==> config.mk <==
export PLATFORM = sky130hd
export DESIGN_NAME = gcore_phase_exec
export DESIGN_NICKNAME = d
export VERILOG_FILES = /design/src/rtl/gcore_phase_exec.sv
export SDC_FILE = /design/constraint.sdc
export NUM_CORES = 1
export LEC_CHECK = 0
export ABC_AREA = 0
export CAP_MARGIN = 20
export CORE_ASPECT_RATIO = 2
export CORE_MARGIN = 5
export CORE_UTILIZATION = 34
export CTS_CLUSTER_SIZE = 28
export DETAILED_ROUTE_END_ITERATION = 10
export MAX_ROUTING_LAYER = met4
export PLACE_DENSITY = 0.53
export SLEW_MARGIN = 0
export SYNTH_ARGS = -nofsm -noshare
export SYNTH_HDL_FRONTEND = slang
export SYNTH_SLANG_ARGS = --single-unit
==> constraint.sdc <==
create_clock -name clk_in -period 2.81 [get_ports clk_in]
set_clock_uncertainty 0.1 [all_clocks]
set_input_delay 0.562 -clock clk_in [delete_from_list [all_inputs] [get_ports clk_in]]
set_output_delay 0.562 -clock clk_in [all_outputs]
set_load 0.01 [all_outputs]
==> src/rtl/gcore_phase_exec.sv <==
`default_nettype none
// ============================================================================
// gcore_phase_exec : four-phase fetch/execute/writeback/retire accumulator stage
// Revision 1.0
// ============================================================================
module gcore_phase_exec #(
    parameter int DW = 8,
    parameter int AW = 8
) (
    input  logic          clk_in,
    input  logic          rst,
    input  logic          phase_clk,
    input  logic          acc_write,
    input  logic [DW+3:0] instr,
    output logic [AW-1:0] pc,
    output logic [DW-1:0] acc,
    output logic          zf,
    output logic          cf,
    output logic          retire,
    output logic          seq_err
);

    // Encodings match {phase_clk, acc_write} so the decode is a direct cast.
    typedef enum logic [1:0] {
        PH_R = 2'b00,
        PH_E = 2'b01,
        PH_F = 2'b10,
        PH_W = 2'b11
    } phase_t;

    localparam logic [3:0] OP_LDI = 4'd1;
    localparam logic [3:0] OP_ADD = 4'd2;
    localparam logic [3:0] OP_SUB = 4'd3;
    localparam logic [3:0] OP_AND = 4'd4;
    localparam logic [3:0] OP_OR  = 4'd5;
    localparam logic [3:0] OP_XOR = 4'd6;
    localparam logic [3:0] OP_SHL = 4'd7;
    localparam logic [3:0] OP_JMP = 4'd8;
    localparam logic [3:0] OP_JZ  = 4'd9;
    localparam logic [3:0] OP_JC  = 4'd10;

    localparam logic [AW-1:0] PC_ONE = AW'(1);

    phase_t        exp_q, exp_d;
    phase_t        phase;
    logic [DW+3:0] ir_q, ir_d;
    logic [DW:0]   tmp_q, tmp_d;
    logic [AW-1:0] pc_q, pc_d;
    logic [DW-1:0] acc_q, acc_d;
    logic          zf_q, zf_d;
    logic          cf_q, cf_d;
    logic          valid_q, valid_d;
    logic          retire_q, retire_d;
    logic          seq_err_q, seq_err_d;

    logic [3:0]    opcode;
    logic [DW-1:0] imm;
    logic [DW:0]   alu;
    logic          writes_acc;
    logic          take_branch;

    assign phase  = phase_t'({phase_clk, acc_write});
    assign opcode = ir_q[DW+3:DW];
    assign imm    = ir_q[DW-1:0];

    // Bit DW of the result carries carry-out, borrow or the shifted-out bit.
    always_comb begin
        alu = '0;
        case (opcode)
            OP_LDI:  alu = {1'b0, imm};
            OP_ADD:  alu = {1'b0, acc_q} + {1'b0, imm};
            OP_SUB:  alu = {1'b0, acc_q} - {1'b0, imm};
            OP_AND:  alu = {1'b0, acc_q & imm};
            OP_OR:   alu = {1'b0, acc_q | imm};
            OP_XOR:  alu = {1'b0, acc_q ^ imm};
            OP_SHL:  alu = {acc_q, 1'b0};
            default: alu = '0;
        endcase
    end

    assign writes_acc  = (opcode >= OP_LDI) && (opcode <= OP_SHL);
    assign take_branch = (opcode == OP_JMP) ||
                         ((opcode == OP_JZ) && zf_q) ||
                         ((opcode == OP_JC) && cf_q);

    always_comb begin
        exp_d     = exp_q;
        ir_d      = ir_q;
        tmp_d     = tmp_q;
        pc_d      = pc_q;
        acc_d     = acc_q;
        zf_d      = zf_q;
        cf_d      = cf_q;
        valid_d   = valid_q;
        retire_d  = 1'b0;
        seq_err_d = seq_err_q;

        if (phase == PH_F) begin
            // A fetch strobe always resyncs; it is only an error if unexpected.
            ir_d    = instr;
            valid_d = 1'b1;
            exp_d   = PH_E;
            if (exp_q != PH_F) begin
                seq_err_d = 1'b1;
            end
        end else if (phase == exp_q) begin
            case (phase)
                PH_E: begin
                    tmp_d = alu;
                    exp_d = PH_W;
                end
                PH_W: begin
                    if (valid_q && writes_acc) begin
                        acc_d = tmp_q[DW-1:0];
                        zf_d  = (tmp_q[DW-1:0] == '0);
                        if (opcode != OP_LDI) begin
                            cf_d = tmp_q[DW];
                        end
                    end
                    exp_d = PH_R;
                end
                PH_R: begin
                    if (valid_q) begin
                        pc_d     = take_branch ? imm[AW-1:0] : pc_q + PC_ONE;
                        retire_d = 1'b1;
                    end
                    valid_d = 1'b0;
                    exp_d   = PH_F;
                end
                default: ;
            endcase
        end else if (!((phase == PH_R) && (exp_q == PH_F))) begin
            seq_err_d = 1'b1;
            valid_d   = 1'b0;
            exp_d     = PH_F;
        end
    end

    always_ff @(posedge clk_in) begin
        if (rst) begin
            exp_q     <= PH_F;
            ir_q      <= '0;
            tmp_q     <= '0;
            pc_q      <= '0;
            acc_q     <= '0;
            zf_q      <= 1'b0;
            cf_q      <= 1'b0;
            valid_q   <= 1'b0;
            retire_q  <= 1'b0;
            seq_err_q <= 1'b0;
        end else begin
            exp_q     <= exp_d;
            ir_q      <= ir_d;
            tmp_q     <= tmp_d;
            pc_q      <= pc_d;
            acc_q     <= acc_d;
            zf_q      <= zf_d;
            cf_q      <= cf_d;
            valid_q   <= valid_d;
            retire_q  <= retire_d;
            seq_err_q <= seq_err_d;
        end
    end

    assign pc      = pc_q;
    assign acc     = acc_q;
    assign zf      = zf_q;
    assign cf      = cf_q;
    assign retire  = retire_q;
    assign seq_err = seq_err_q;

endmodule
`default_nettype wire

==> images/clocks.png <==
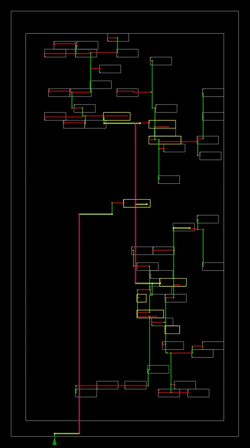
total of clock buffers placed in the layout: 6
clock insertion delay at the later pin of the skew report: 0.29 ns
TritonCTS Buffers: 5
sink count of the clock tree: 44
num sequential: 44

==> images/logic_types.png <==
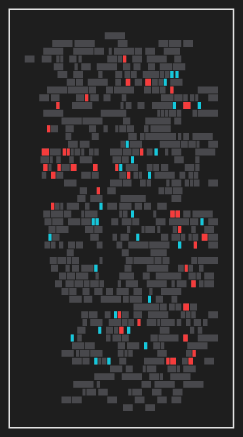
Key: red = nand cells [cells 37]; cyan = inv cells [cells 27]

==> images/flops_by_reg.png <==
Other sequential cells in the stronger grey, the rest of the logic in the fainter grey.
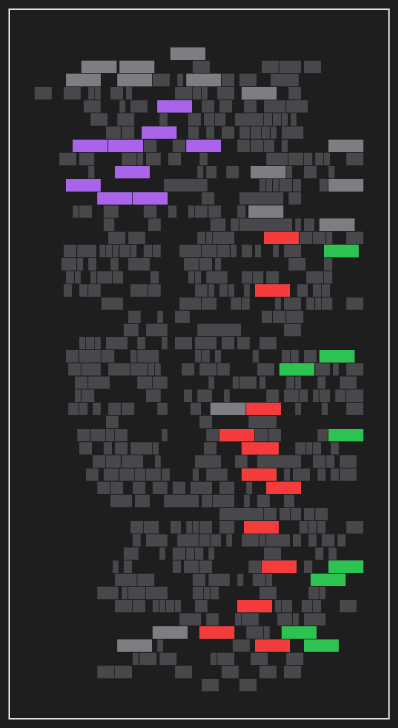
Key: green = pc [flops 8]; red = ir_q [flops 12]; purple = tmp_q [flops 9]
Another 15 sequential cells are not coloured.
fraction of standard cell area that is sequential: 21.4%
utilization of the core after routing: 45.4%

==> run notes <==
Implementation numbers.

- The post-route netlist has 14.5% of its cells at a drive strength greater than 1.
- In the synthesized netlist the dominant register cell turns out to be dfxtp_1.
- The critical path is of the reg -> reg type.
- Per the synth stats, the proportion of register bits with asynchronous set or reset is 0%.
- The highest net fanout along the worst path is 3.
- The worst setup slack after layout is -0.0939 ns.
- In this run, the number of DRC markers left after iteration 0 of detailed routing was 176.
- The met2 routed wirelength is 5520 um.
- The worst setup path is captured at a flop.
- The area of the die is 11400 um^2.
- Sequential cells were found to cover 27.8% of the synthesized design area.
- The worst max-slew margin expressed relative to the limit is 62.1%.
- The power density normalized to cell area is 418 nW/um^2.
- The tally of yosys warning messages is 0.
- The via density per instance is 5.50.
- The routed wirelength on the met1 layer is recorded as 3880 um.
- Fill cells in the final layout number 917.
- For met1 alone, demand over resource in global routing was 19.2%.
- The antenna violation net count after detailed routing is 0.
- The area of all sequential standard cells is 882 um^2.
- Sorting the synthesized cells by area gives the leading types as dfxtp_1, ha_1, mux2i_1.
- The setup total negative slack is -0.0939 ns.
- The detailed-placement wirelength estimate is 8230 um.
- The total wire length after detailed routing is 10200 um.
- The worst setup path is launched from a flop.
- The worst-case clock buffer depth is 2.
- The flow ran to the end, but the final reports show violations.
- The finished design was reported to have a net count of 509.
- The final reports fail on negative setup slack.
- The detailed router reports a met3 wire length of 159 um.
- The number of primary I/O pins is 36.
- The setup-violating endpoint count in the final report is 1.
- Port buffering added 35 buffers.
==> images/power_grid.png <==
Pins as bars on the die edge.
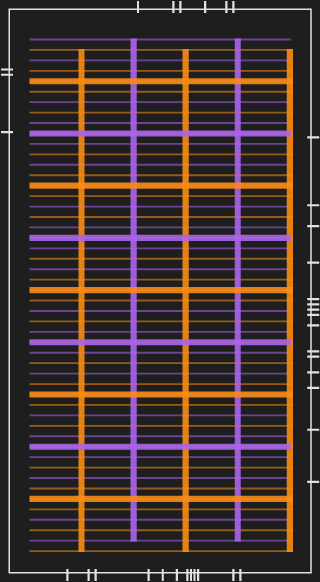
Key: orange = VSS; purple = VDD
5 straps on met4. The core has 49 rows. 36 signal pins sit on the boundary.
horizontal die dimension: 78.2 um
die span in y: 146 um
CORE AREA: 9070 um^2

==> images/layer_met1.png <==
Supply wires on this layer in grey.
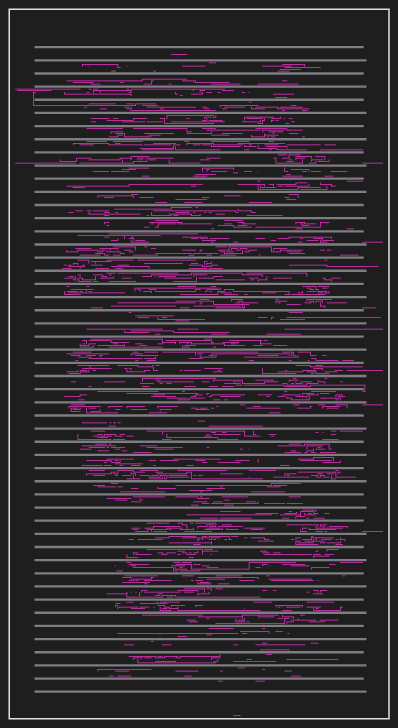
The layer holds 38% of the routed length. The layer carries 3880 um of wire.

## where the power goes
| part | leakage (nW) | internal (mW) | switching [mW] |
|---|---|---|---|
| combinational | 1.24 | 0.180 | 0.197 |
| clock | 0.0871 | 0.445 | 0.248 |
| sequential | 0.357 | 0.637 | 0.0141 |
## cell type report
| cell class | count | share of cell area, % |
|---|---|---|
| multi-input combinational | 300 | 51.5 |
| sequential | 44 | 21.4 |
| timing repair buffer | 83 | 17.3 |
| clock buffer | 6 | 3.37 |
| tap | 102 | 3.10 |
| inverter | 27 | 2.46 |
| clock inverter | 2 | 0.942 |
## sequential cells by signal (all words and copies together), names as in the netlist
| register | count |
|---|---|
| zf | 1 |
| tmp_q | 9 |
| cf | 1 |
| valid_q | 1 |
| exp_q | 2 |
| acc | 8 |
| pc | 8 |
| ir_q | 12 |
| seq_err | 1 |
| retire | 1 |
## repair_timing
action / 4_1_cts / 5_1_grt
cloned: 0 / 0
setup endpoints to repair: 2 / 4
resized: 1 / 5
pin swaps: 0 / 3
## critical path, cell delays in order (launching register included)
cell and delay [ns]:
dfxtp_2 0.32, nor4bb_2 0.30, buf_4 0.17, mux2_4 0.30
inv_1 0.06, ha_1 0.21, nor2b_1 0.15, o31a_1 0.28
o41a_1 0.36, o211a_1 0.21, or3_1 0.33
## synthesized netlist by cell type (4+ instances only)
master	number
a22oi_1	5
buf_1	4
nor3_1	5
nor2b_1	8
nor2_1	45
a21oi_1	26
nand3_1	10
clkbuf_1	14
o21a_1	5
nand2_1	20
a22o_1	4
or3_1	6
ha_1	31
o21ai_0	24
a31oi_1	7
and3_1	6
inv_1	27
o211ai_1	4
dfxtp_1	44
xnor2_1	7
mux2i_1	23
nor3b_1	5
a211oi_1	4
## cells by family (layout without fill, tap and decap cells)
| group | after synthesis | count (layout) | synth area share, % |
|---|---|---|---|
| xor gates and xnor gates | 9 | 9 | 2.97 |
| adders and majority gates | 32 | 32 | 12.9 |
| AOI/OAI and AO/OA | 109 | 109 | 22.7 |
| and+or+nand+nor | 125 | 125 | 19.8 |
| DFF | 44 | 44 | 27.8 |
| muxes | 25 | 25 | 7.99 |
| buffers and inverters | 48 | 118 | 5.81 |
## path summary, 6_finish.rpt
check / depth (start not counted) / slack, ns / to / startpoint
setup / recovery: 10 / -0.09 / tmp_q[7]$_SDFFE_PP0P_ / ir_q[11]$_SDFFE_PP0P_
hold / removal: 2 / 0.35 / seq_err$_SDFFE_PP0P_ / seq_err$_SDFFE_PP0P_
setup reg to reg: 10 / -0.09 / tmp_q[7]$_SDFFE_PP0P_ / ir_q[11]$_SDFFE_PP0P_
hold reg to reg: 2 / 0.35 / seq_err$_SDFFE_PP0P_ / seq_err$_SDFFE_PP0P_
## through the flow
step,cell area [um^2],hold slack [ns],worst slack [ns]
3_3_place_gp,3920,0.333,-0.0760
2_1_floorplan,3180,0.363,-0.0904
4_1_cts,4110,0.356,-0.107
5_1_grt,4120,0.392,-0.232
3_5_place_dp,3920,0.345,-0.102
6_report,4120,0.349,-0.0939
Power figures rest on the tool's default switching activity, not on a simulated workload.
